[src/rtl/axis_pkt_pkg.sv]
// Shared types and sizing helpers for the store-and-forward packet FIFO.
package axis_pkt_pkg;

  typedef enum logic {
    IN_RECV    = 1'b0,
    IN_DISCARD = 1'b1
  } in_state_t;

  localparam int DROP_CNT_W = 16;

  // One extra pointer bit distinguishes full from empty.
  function automatic int ptr_w(input int depth);
    return $clog2(depth) + 1;
  endfunction

endpackage

[src/rtl/sdp_ram.sv]
// Simple dual-port RAM: one write port, one registered read port.
module sdp_ram #(
  parameter int width = 9,
  parameter int depth = 32
) (
  input  logic                     clk,
  input  logic                     we,
  input  logic [$clog2(depth)-1:0] waddr,
  input  logic [width-1:0]         wdata,
  input  logic                     re,
  input  logic [$clog2(depth)-1:0] raddr,
  output logic [width-1:0]         rdata
);

  logic [width-1:0] mem [depth];
  logic [width-1:0] rdata_q;

  always_ff @(posedge clk) begin
    if (we) mem[waddr] <= wdata;
    if (re) rdata_q <= mem[raddr];
  end

  assign rdata = rdata_q;

endmodule

[src/rtl/axis_pkt_fifo.sv]
// Store-and-forward AXI-stream packet FIFO: only complete packets of exactly
// packet_length beats ending in tlast are released; malformed ones are dropped.
module axis_pkt_fifo
  import axis_pkt_pkg::*;
#(
  parameter int packet_length = 8,
  parameter int data_width    = 8,
  parameter int pkt_depth     = 4
) (
  input  logic                        clk,
  input  logic                        reset_n,
  input  logic [data_width-1:0]       input_tdata,
  input  logic                        input_tvalid,
  output logic                        input_tready,
  input  logic                        input_tlast,
  output logic [data_width-1:0]       output_tdata,
  output logic                        output_tvalid,
  input  logic                        output_tready,
  output logic                        output_tlast,
  output logic [$clog2(pkt_depth):0]  pkt_level,
  output logic [DROP_CNT_W-1:0]       drop_count
);

  localparam int DEPTH = packet_length * pkt_depth;
  localparam int AW    = $clog2(DEPTH);
  localparam int PW    = ptr_w(DEPTH);
  localparam int CW    = $clog2(packet_length);
  localparam int LW    = $clog2(pkt_depth) + 1;
  localparam int RW    = data_width + 1;

  // Handshake: a beat transfers on a rising edge where tvalid && tready; the
  // sender holds tdata/tlast stable while tvalid is high and tready is low.

  in_state_t             state_q, state_d;
  logic [PW-1:0]         wr_ptr_q, wr_ptr_d, wr_commit_q, wr_commit_d;
  logic [PW-1:0]         rd_ptr_q, rd_ptr_d, fetch_ptr_q, fetch_ptr_d;
  logic [CW-1:0]         in_cnt_q, in_cnt_d;
  logic [DROP_CNT_W-1:0] drop_q, drop_d;
  logic [LW-1:0]         level_q, level_d;
  logic                  out_vld_q, out_vld_d, skid_vld_q, skid_vld_d;
  logic                  ram_pend_q, ram_pend_d;
  logic [RW-1:0]         out_q, out_d, skid_q, skid_d;
  logic [RW-1:0]         ram_rdata;
  logic [PW-1:0]         used, inflight;
  logic                  in_fire, last_beat, ram_we, commit, drop_inc;
  logic                  pop, rd_issue;

  assign used         = wr_ptr_q - rd_ptr_q;
  assign input_tready = reset_n && ((state_q == IN_DISCARD) || (used < PW'(DEPTH)));
  assign in_fire      = input_tvalid && input_tready;
  assign last_beat    = (in_cnt_q == CW'(packet_length - 1));

  always_comb begin
    state_d     = state_q;
    wr_ptr_d    = wr_ptr_q;
    wr_commit_d = wr_commit_q;
    in_cnt_d    = in_cnt_q;
    ram_we      = 1'b0;
    commit      = 1'b0;
    drop_inc    = 1'b0;
    case (state_q)
      IN_RECV: begin
        if (in_fire) begin
          ram_we   = 1'b1;
          wr_ptr_d = wr_ptr_q + PW'(1);
          in_cnt_d = in_cnt_q + CW'(1);
          if (input_tlast && last_beat) begin
            wr_commit_d = wr_ptr_q + PW'(1);
            in_cnt_d    = '0;
            commit      = 1'b1;
          end else if (input_tlast) begin
            wr_ptr_d = wr_commit_q;
            in_cnt_d = '0;
            drop_inc = 1'b1;
          end else if (last_beat) begin
            // Too long: rewind now, swallow the rest until its tlast.
            wr_ptr_d = wr_commit_q;
            in_cnt_d = '0;
            state_d  = IN_DISCARD;
          end
        end
      end
      IN_DISCARD: begin
        if (in_fire && input_tlast) begin
          drop_inc = 1'b1;
          in_cnt_d = '0;
          state_d  = IN_RECV;
        end
      end
      default: state_d = IN_RECV;
    endcase
    drop_d = (drop_inc && (drop_q != '1)) ? drop_q + DROP_CNT_W'(1) : drop_q;
  end

  // rd_ptr frees space only when a beat leaves the output register;
  // fetch_ptr runs ahead by at most two beats (output + skid).
  assign pop      = out_vld_q && output_tready;
  assign inflight = fetch_ptr_q - rd_ptr_q;
  assign rd_issue = (fetch_ptr_q != wr_commit_q) && ((inflight - PW'(pop)) < PW'(2));

  always_comb begin
    out_vld_d   = out_vld_q;
    out_d       = out_q;
    skid_vld_d  = skid_vld_q;
    skid_d      = skid_q;
    ram_pend_d  = rd_issue;
    rd_ptr_d    = rd_ptr_q + PW'(pop);
    fetch_ptr_d = fetch_ptr_q + PW'(rd_issue);
    level_d     = level_q + LW'(commit) - LW'(pop && out_q[RW-1]);
    if (!out_vld_q || pop) begin
      if (skid_vld_q) begin
        out_vld_d  = 1'b1;
        out_d      = skid_q;
        skid_vld_d = ram_pend_q;
        skid_d     = ram_rdata;
      end else if (ram_pend_q) begin
        out_vld_d = 1'b1;
        out_d     = ram_rdata;
      end else begin
        out_vld_d = 1'b0;
      end
    end else if (ram_pend_q) begin
      skid_vld_d = 1'b1;
      skid_d     = ram_rdata;
    end
  end

  always_ff @(posedge clk) begin
    if (!reset_n) begin
      state_q     <= IN_RECV;
      wr_ptr_q    <= '0;
      wr_commit_q <= '0;
      rd_ptr_q    <= '0;
      fetch_ptr_q <= '0;
      in_cnt_q    <= '0;
      drop_q      <= '0;
      level_q     <= '0;
      out_vld_q   <= 1'b0;
      out_q       <= '0;
      skid_vld_q  <= 1'b0;
      skid_q      <= '0;
      ram_pend_q  <= 1'b0;
    end else begin
      state_q     <= state_d;
      wr_ptr_q    <= wr_ptr_d;
      wr_commit_q <= wr_commit_d;
      rd_ptr_q    <= rd_ptr_d;
      fetch_ptr_q <= fetch_ptr_d;
      in_cnt_q    <= in_cnt_d;
      drop_q      <= drop_d;
      level_q     <= level_d;
      out_vld_q   <= out_vld_d;
      out_q       <= out_d;
      skid_vld_q  <= skid_vld_d;
      skid_q      <= skid_d;
      ram_pend_q  <= ram_pend_d;
    end
  end

  sdp_ram #(
    .width(RW),
    .depth(DEPTH)
  ) u_ram (
    .clk   (clk),
    .we    (ram_we),
    .waddr (wr_ptr_q[AW-1:0]),
    .wdata ({input_tlast, input_tdata}),
    .re    (rd_issue),
    .raddr (fetch_ptr_q[AW-1:0]),
    .rdata (ram_rdata)
  );

  assign output_tvalid = out_vld_q;
  assign output_tdata  = out_q[data_width-1:0];
  assign output_tlast  = out_q[RW-1];
  assign pkt_level     = level_q;
  assign drop_count    = drop_q;

endmodule
[config.mk]
export PLATFORM = sky130hd
export DESIGN_NAME = axis_pkt_fifo
export DESIGN_NICKNAME = d
export VERILOG_FILES = /design/src/rtl/axis_pkt_pkg.sv /design/src/rtl/sdp_ram.sv /design/src/rtl/axis_pkt_fifo.sv
export SDC_FILE = /design/constraint.sdc
export NUM_CORES = 1
export LEC_CHECK = 0
export ABC_AREA = 1
export CORE_MARGIN = 4
export CORE_UTILIZATION = 40
export CTS_BUF_LIST = sky130_fd_sc_hd__clkbuf_8
export DETAILED_ROUTE_END_ITERATION = 8
export PLACE_DENSITY = 0.6
export SLEW_MARGIN = 10
export SYNTH_ARGS = -nofsm -noshare
export SYNTH_HDL_FRONTEND = slang
export SYNTH_SLANG_ARGS = --single-unit
export TNS_END_PERCENT = 50
[constraint.sdc]
create_clock -name clk -period 4.1 [get_ports clk]
set_input_delay 1.025 -clock clk [delete_from_list [all_inputs] [get_ports clk]]
set_output_delay 1.025 -clock clk [all_outputs]
set_load 0.05 [all_outputs]
Figure 1. Clock wiring as the flow saved it (run 1).
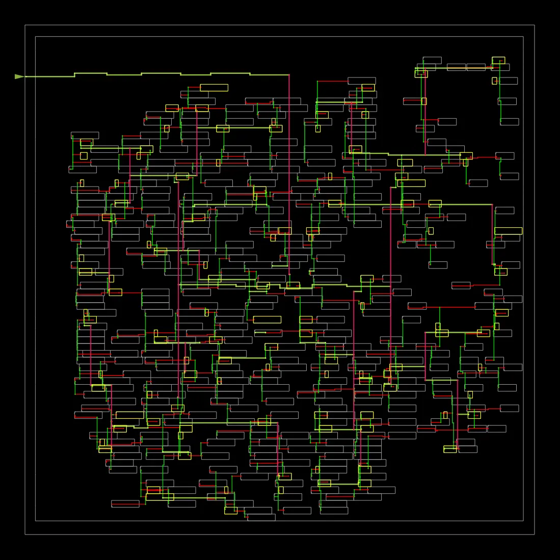
registers: 365
Clock Latency Late Sink: 0.65 ns
clk sink count: 365
clk pwr: 3.37 mW
clock skew: 0.0215 ns

Figure 2. Wiring by layer (run 1).
Bar = 50 um.
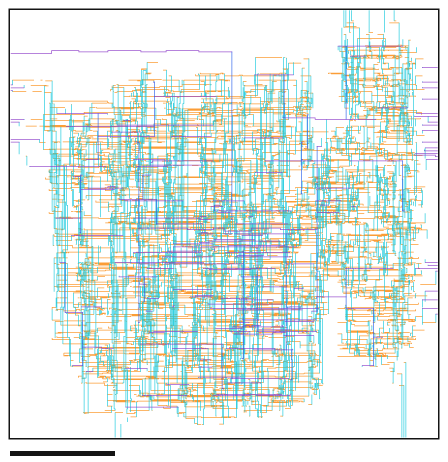
met3: drawn in purple, wire length 2640 um. met4: drawn in blue, wire length 753 um. met2: drawn in cyan, wire length 17200 um. met1: drawn in orange, wire length 16500 um.
total track usage: 17.7%
via count: 10500
total wire length: 37.1 mm

==> impl_metrics.env, run 1 <==
# yosys + openroad results
export IMPL_rr_worst_depth=15
export IMPL_min_path_cells=2
export IMPL_top_power_group="sequential cells"
export IMPL_setup_viol=0
export IMPL_drive_above_1_share_pct=12.4
export IMPL_internal_power_mw=6.13
export IMPL_ff_type="edfxtp_1"
export IMPL_cts_htree_levels=2
export IMPL_synth_top_area_share_pct=58.5
export IMPL_root_buffer="clkbuf_8"
export IMPL_worst_slew_pin_slew_ns=1.07
export IMPL_top_cell="edfxtp_1"
export IMPL_regMostFlops="u_ram.mem"
export IMPL_total_power_mw=8.11
export IMPL_hold_buffers=0
export IMPL_setup_ws_ns=0.608
export IMPL_crit_family="simple AND/OR/NAND/NOR gates"
export IMPL_pg_seq_mw=4.10
export IMPL_gp_congestion=0.793
export IMPL_place_hpwl_mm=22.3
export IMPL_slew_violations=0
export IMPL_cpMostUsedCell="nand2_1"
export IMPL_ys_sh_aoi_pct=13.6
export IMPL_crit_chain="clkdlybuf4s50_1, nand2_1, ha_1, a21o_1, fa_1, xor2_1, nor4_1, nand2_1, nor3_2, ha_1, nand2_1, nor4_1, xnor2_1, nor2_1"
export IMPL_maxCapViolCount=0
export IMPL_post_cts_resized=0
export IMPL_portBuffers=42
export IMPL_fmax_ghz=0.286
export IMPL_swShare_pct=24.4
export IMPL_final_common_cell="edfxtp_1"
export IMPL_cts_buffers=61
export IMPL_cp_slowest_stage_delay_ns=0.48
export IMPL_netSwitchingPower_mw=1.98
export IMPL_ir_drop_mv=0.199
export IMPL_power_leakage_nw=6.17
export IMPL_hold_viol=0
export IMPL_hp_start="skid_q[2]"
export IMPL_fp_dieH_um=203
export IMPL_dp_slack_ns=-0.0423
export IMPL_power_combinational_fraction_pct=7.8
export IMPL_layout_area_seq_mm2=0.0103
export IMPL_critPathLaunch="output_tready"
export IMPL_async_flop_share_pct=0
export IMPL_fin_area_mm2=0.0178
export IMPL_path_class="in2reg"
export IMPL_dr_pass1_iters=5
export IMPL_r2r_slack_ns=0.92
export IMPL_end_kind="flip-flop"
export IMPL_cp_slowest_cell="clkdlybuf4s50_1"
export IMPL_postCtsSetupRepairBufs=0
export IMPL_ant_nets=0
export IMPL_path_max_fanout=3
export IMPL_rsz0062_at_grt="false"
export IMPL_yosysUniqueCellTypes=37
export IMPL_arrival_ns=4.02
export IMPL_required_ns=4.63
export IMPL_final_util_pct=47.4
export IMPL_grt_start_max_net_pins=133
export IMPL_relSlewSlack_pct=28.1
export IMPL_rows=71
export IMPL_ys_cells=1333
export IMPL_dp_cells=1872
export IMPL_yosysChipArea_mm2=0.0152
export IMPL_status="complete, no violations"
export IMPL_finalCriticalPeriod_ns=3.49
export IMPL_synth_flops=365
Figure 3. Pin map (run 1).
Pins as bars across the die edge, other pins in gray.
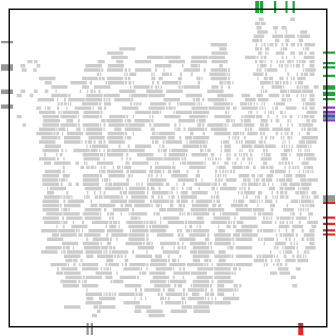
`drop_count`: drawn in green, pins 16, direction output, edge 9 east, 7 north. `output_tdata`: drawn in red, pins 8, direction output, edge 5 east, 3 south. `input_tvalid`: drawn in blue, pins 1, direction input, edge east. `pkt_level`: drawn in purple, pins 3, direction output, edge east.

Figure 4. Where the registers sit (run 1).
Other sequential cells in the stronger gray, the rest of the logic in the fainter gray.
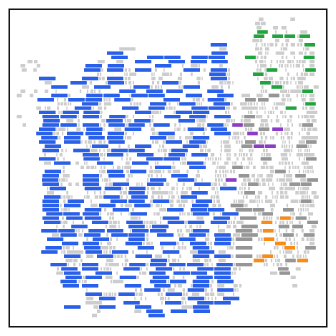
`skid_q`: drawn in orange, sequential cells 9, where south-east. `u_ram.mem`: drawn in blue, sequential cells 288. `wr_ptr_q`: drawn in purple, sequential cells 6, where east. `drop_count`: drawn in green, sequential cells 16, where north-east.
Another 46 sequential cells are not colored.

[run 1: final cells by class]
| cell class | count | share of cell area (%) |
|---|---|---|
| Clock inverter | 50 | 2.19 |
| Sequential cell | 365 | 57.7 |
| Multi-Input combinational cell | 816 | 24.5 |
| Inverter | 74 | 1.57 |
| Tap cell | 511 | 3.59 |
| Clock buffer | 66 | 5.10 |
| Timing Repair Buffer | 106 | 5.32 |
[run 1: metal layers]
metal	global-route usage, %	wire length, um	vias up
met4	5.32	752	0
met2	28.4	17200	332
met5	0	0	-
met1	24.7	16500	5065
met3	3.45	2640	59
li1	-	-	5025
[run 1: cell families (layout without fill, tap and decap cells)]
group	count (synthesis)	count (layout)
simple gates	409	409
flops	365	365
compound gates	354	354
buf+inv	152	296
fa+ha+maj	26	26
xor+xnor	26	26
mux	1	1
Figure 5. Clock wires, drivers and flops (run 1).
Bar = 50 um.
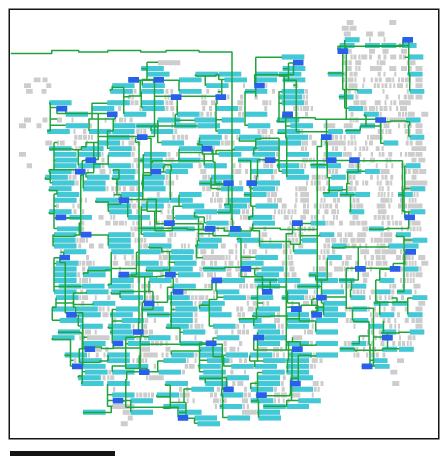

==> run 2, diff against run 1 <==
Settings changed: CTS_CLUSTER_DIAMETER set to 50, SYNTH_HIERARCHICAL set to 1.
Figure 6. Clock wires, drivers and flops (run 2).
Bar = 50 um.
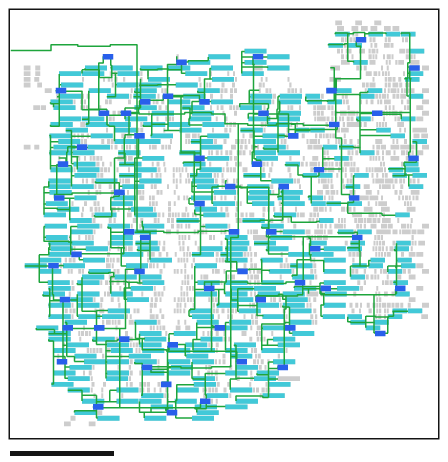
flip-flops: drawn in cyan, count 365. clock wires: drawn in green, length 4790 um. cells driving clock nets: drawn in blue, count 60.
There are 61 routed clock nets.
clk pwr: 2.96 mW
clock skew: 0.0243 ns
Clock Latency Late Sink: 0.66 ns

Figure 7. Wiring by layer (run 2).
Bar = 50 um.
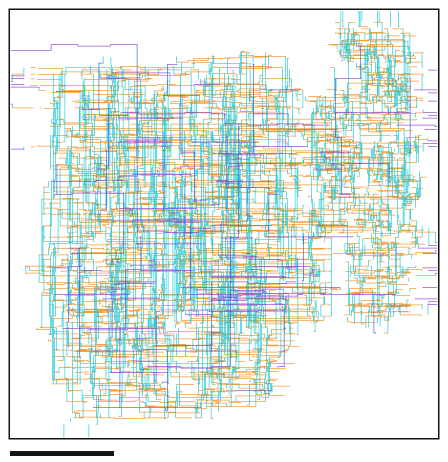
met3: drawn in purple, wire length 2650 um. met1: drawn in orange, wire length 17100 um. met2: drawn in cyan, wire length 16500 um. met4: drawn in blue, wire length 1090 um.

==> impl_metrics.env, run 2 <==
# yosys + openroad results
export IMPL_ant_nets=0
export IMPL_status="complete, no violations"
export IMPL_setup_ws_ns=0.504
export IMPL_crit_chain="clkdlybuf4s50_1, nand2_1, ha_1, a21o_1, fa_1, xor2_1, nor4_1, nand3_1, a21oi_1, ha_1, nand2_1, nor2_1, inv_1, nor2_1, o21ai_0, a21oi_1"
export IMPL_setup_viol=0
export IMPL_finalCriticalPeriod_ns=3.60
export IMPL_wl_met2_mm=16.5
export IMPL_async_flop_share_pct=0
export IMPL_power_combinational_fraction_pct=11.2
export IMPL_grt_util_met2_pct=26.9
export IMPL_ys_sh_aoi_pct=3.00
export IMPL_yosysChipArea_mm2=0.0157
export IMPL_cts_htree_levels=2
export IMPL_m1WireLength_mm=17.1
export IMPL_hold_buffers=0
export IMPL_rsz0062_at_grt="false"
export IMPL_busiest_layer="met2"
export IMPL_clock_sinks=365
export IMPL_total_power_mw=7.94
export IMPL_final_common_cell="nand2_1"
export IMPL_regMostFlops="u_ram/mem"
export IMPL_grt_total_usage_pct=17.6
export IMPL_arrival_ns=4.17
export IMPL_postCtsSetupRepairBufs=0
export IMPL_cts_buffers=60
export IMPL_relSlewSlack_pct=30.9
export IMPL_ys_cells=1529
export IMPL_grt_start_max_net_pins=98
export IMPL_grt_use_met1_pct=25.0
export IMPL_yosysUniqueCellTypes=34
export IMPL_path_max_fanout=3
export IMPL_pg_seq_mw=4.09
export IMPL_gp_congestion=0.837
export IMPL_drive_above_1_share_pct=9.17
export IMPL_met3_length_mm=2.65
export IMPL_slew_violations=0
export IMPL_synth_top_area_share_pct=56.8
export IMPL_synth_flops=365
export IMPL_top_cell="nand2_1"
export IMPL_fin_area_mm2=0.0180
export IMPL_place_hpwl_mm=22.6
==> run 2: area by class of cell <==
cell class | count | area, um^2
clock buffers | 65 | 895
repair buffers | 105 | 916
flip-flops and latches | 365 | 10300
inverters | 82 | 310
fillers | 3627 | 20800
multi-input cells | 1011 | 4710
clock inverters | 41 | 213
well taps | 518 | 648
==> run 2: final timing paths <==
| check | from | to | slack, ns | depth (start not counted) |
|---|---|---|---|---|
| max | output_tready | fetch_ptr_q[4] | 0.50 | 16 |
| min reg2reg | skid_q[7] | skid_q[7] | 0.45 | 2 |
| min | skid_q[7] | skid_q[7] | 0.45 | 2 |
| max reg2reg | wr_ptr_q[2] | pkt_level[2] | 0.72 | 15 |
Figure 8. Where the registers sit (run 2).
Other sequential cells in the stronger gray, the rest of the logic in the fainter gray.
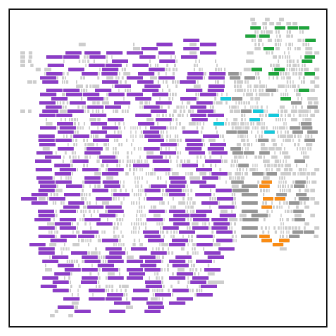

==> run 3, diff against run 2 <==
Settings changed: CORE_MARGIN 4 to 2.
Figure 9. Where the registers sit (run 3).
Other sequential cells in the stronger gray, the rest of the logic in the fainter gray.
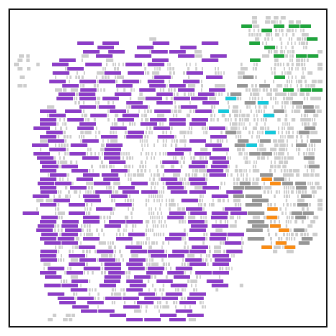
`skid_q`: drawn in orange, sequential cells 9. `u_ram/mem`: drawn in purple, sequential cells 288. `wr_ptr_q`: drawn in cyan, sequential cells 6. `drop_count`: drawn in green, sequential cells 16, where north-east.

Figure 10. Clock wires, drivers and flops (run 3).
Bar = 50 um.
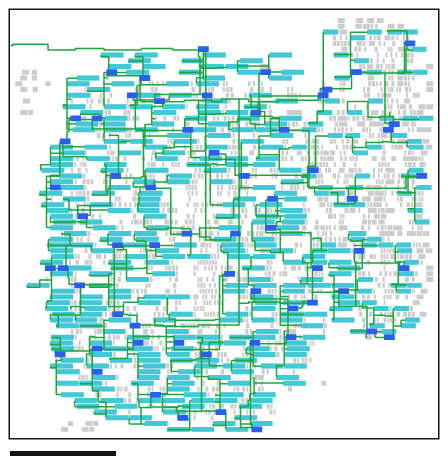
cells driving clock nets: drawn in blue, count 61. clock wires: drawn in green, length 4750 um. flip-flops: drawn in cyan, count 365.
Position of the flops: spread over the die. There are 62 routed clock nets.
clock skew: 0.0243 ns
Clock Latency Late Sink: 0.65 ns
Clk network pwr share: 37.1%
clk pwr: 2.93 mW

==> impl_metrics.env, run 3 <==
# yosys + openroad results
export IMPL_status="complete, no violations"
export IMPL_clock_sinks=365
export IMPL_slew_violations=0
export IMPL_hp_start="skid_q[4]"
export IMPL_reg2reg_to="pkt_level[2]"
export IMPL_dieArea_mm2=0.0408
export IMPL_cts_path_max_buffers=3
export IMPL_synthAdderAreaFrac_pct=1.93
export IMPL_largest_area_cell="edfxtp_1"
export IMPL_crit_path_end="fetch_ptr_q[4]"
export IMPL_internal_power_mw=5.80
export IMPL_cellPowerDensity_mw_per_mm2=440
export IMPL_top_cell="nand2_1"
export IMPL_top_power_group="sequential cells"
export IMPL_yosysUniqueCellTypes=34
export IMPL_worstSetupStartpointType="primary input"
export IMPL_place_area_mm2=0.0169
export IMPL_dp_cells=2081
export IMPL_setup_viol=0
export IMPL_antenna_found_initial=0
export IMPL_ys_sh_aoi_pct=3.00
export IMPL_fin_area_mm2=0.0180
export IMPL_total_power_mw=7.92
export IMPL_synth_area_mm2=0.0157
export IMPL_drive_above_1_share_pct=9.23
export IMPL_crit_chain="clkdlybuf4s50_1, nand2_1, ha_1, a21o_1, fa_1, xor2_1, nor4_1, nand3_1, a21oi_1, ha_1, nand2_1, nor2_1, inv_1, nor2_1, o21ai_0, a21oi_1"
export IMPL_hold_viol=0
export IMPL_grt_start_max_net_pins=95
export IMPL_rsz0062_at_grt="false"
export IMPL_hold_buffers=0
export IMPL_gp_congestion=0.819
export IMPL_critPathLaunch="output_tready"
export IMPL_worst_slew_pin_slew_ns=1.05
export IMPL_root_buffer="clkbuf_8"
export IMPL_p_comb_mw=0.891
export IMPL_path_depth=16
export IMPL_initial_core_util_pct=40.5
export IMPL_holdCritPathClass="reg2reg"
export IMPL_cts_buffers=61
export IMPL_power_combinational_fraction_pct=11.3
export IMPL_topCellsByArea="edfxtp_1 57%, nand2_1 12%, dfxtp_1 8.7%"
export IMPL_rr_worst_depth=15
export IMPL_ff_type="edfxtp_1"
export IMPL_synth_flops=365
export IMPL_regMostFlops="u_ram/mem"
export IMPL_dieWidth_um=202
export IMPL_ant_nets=0
export IMPL_yosysChipArea_mm2=0.0157
export IMPL_finalCriticalPeriod_ns=3.60
export IMPL_synth_top_area_share_pct=56.8
export IMPL_mostFrequentLayoutCells="515 x nand2_1, 297 x edfxtp_1, 260 x nand3_1"
export IMPL_async_flop_share_pct=0
export IMPL_arrival_ns=4.17
export IMPL_clk_pin_slew_worst_paths_ns=0.06
export IMPL_min_path_cells=2
export IMPL_period_used_pct=87.8
export IMPL_maxCapViolCount=0
export IMPL_worstReg2RegStart="wr_ptr_q[2]"
export IMPL_path_max_fanout=3
export IMPL_drt_iter0_drc=976
export IMPL_pg_seq_mw=4.09
export IMPL_place_hpwl_mm=22.5
export IMPL_final_common_cell="nand2_1"
export IMPL_hold_end="skid_q[4]"
export IMPL_r2r_slack_ns=0.73
export IMPL_relSlewSlack_pct=30.0
export IMPL_cts_htree_levels=2
export IMPL_drc=0
export IMPL_ys_cells=1529
export IMPL_grt_total_usage_pct=18.5
export IMPL_dr_pass1_iters=8
export IMPL_postCtsSetupRepairBufs=0
run 3: cell counts after synthesis:
No cell type changed its count.
run 3: metal layers:
| metal | vias up | wire length, um | GRT usage, % |
|---|---|---|---|
| met2 | 359 | 16700 | 28.4 |
| li1 | 5407 | - | - |
| met3 | 61 | 2550 | 3.72 |
| met5 | - | 0 | 0 |
| met4 | 0 | 855 | 6.02 |
| met1 | 5297 | 17400 | 26.3 |
run 3: cell type report:
cell class                 count  area, um^2
multi-input combinational   1011        4710
tap                          518         648
fill                        3625       20700
sequential                   365       10300
inverter                      82         310
timing repair buffer         105         916
clock inverter                50         214
clock buffer                  66         908
run 3: through the flow:
step	utilization, %	worst slack, ns
after floorplan	-	0.119
after global placement	43.6	-0.101
after detailed placement	43.6	-0.162
after CTS	46.5	0.519
after global routing	46.5	0.166
final	46.5	0.499
Power figures rest on the tool's default switching activity, not on a simulated workload.
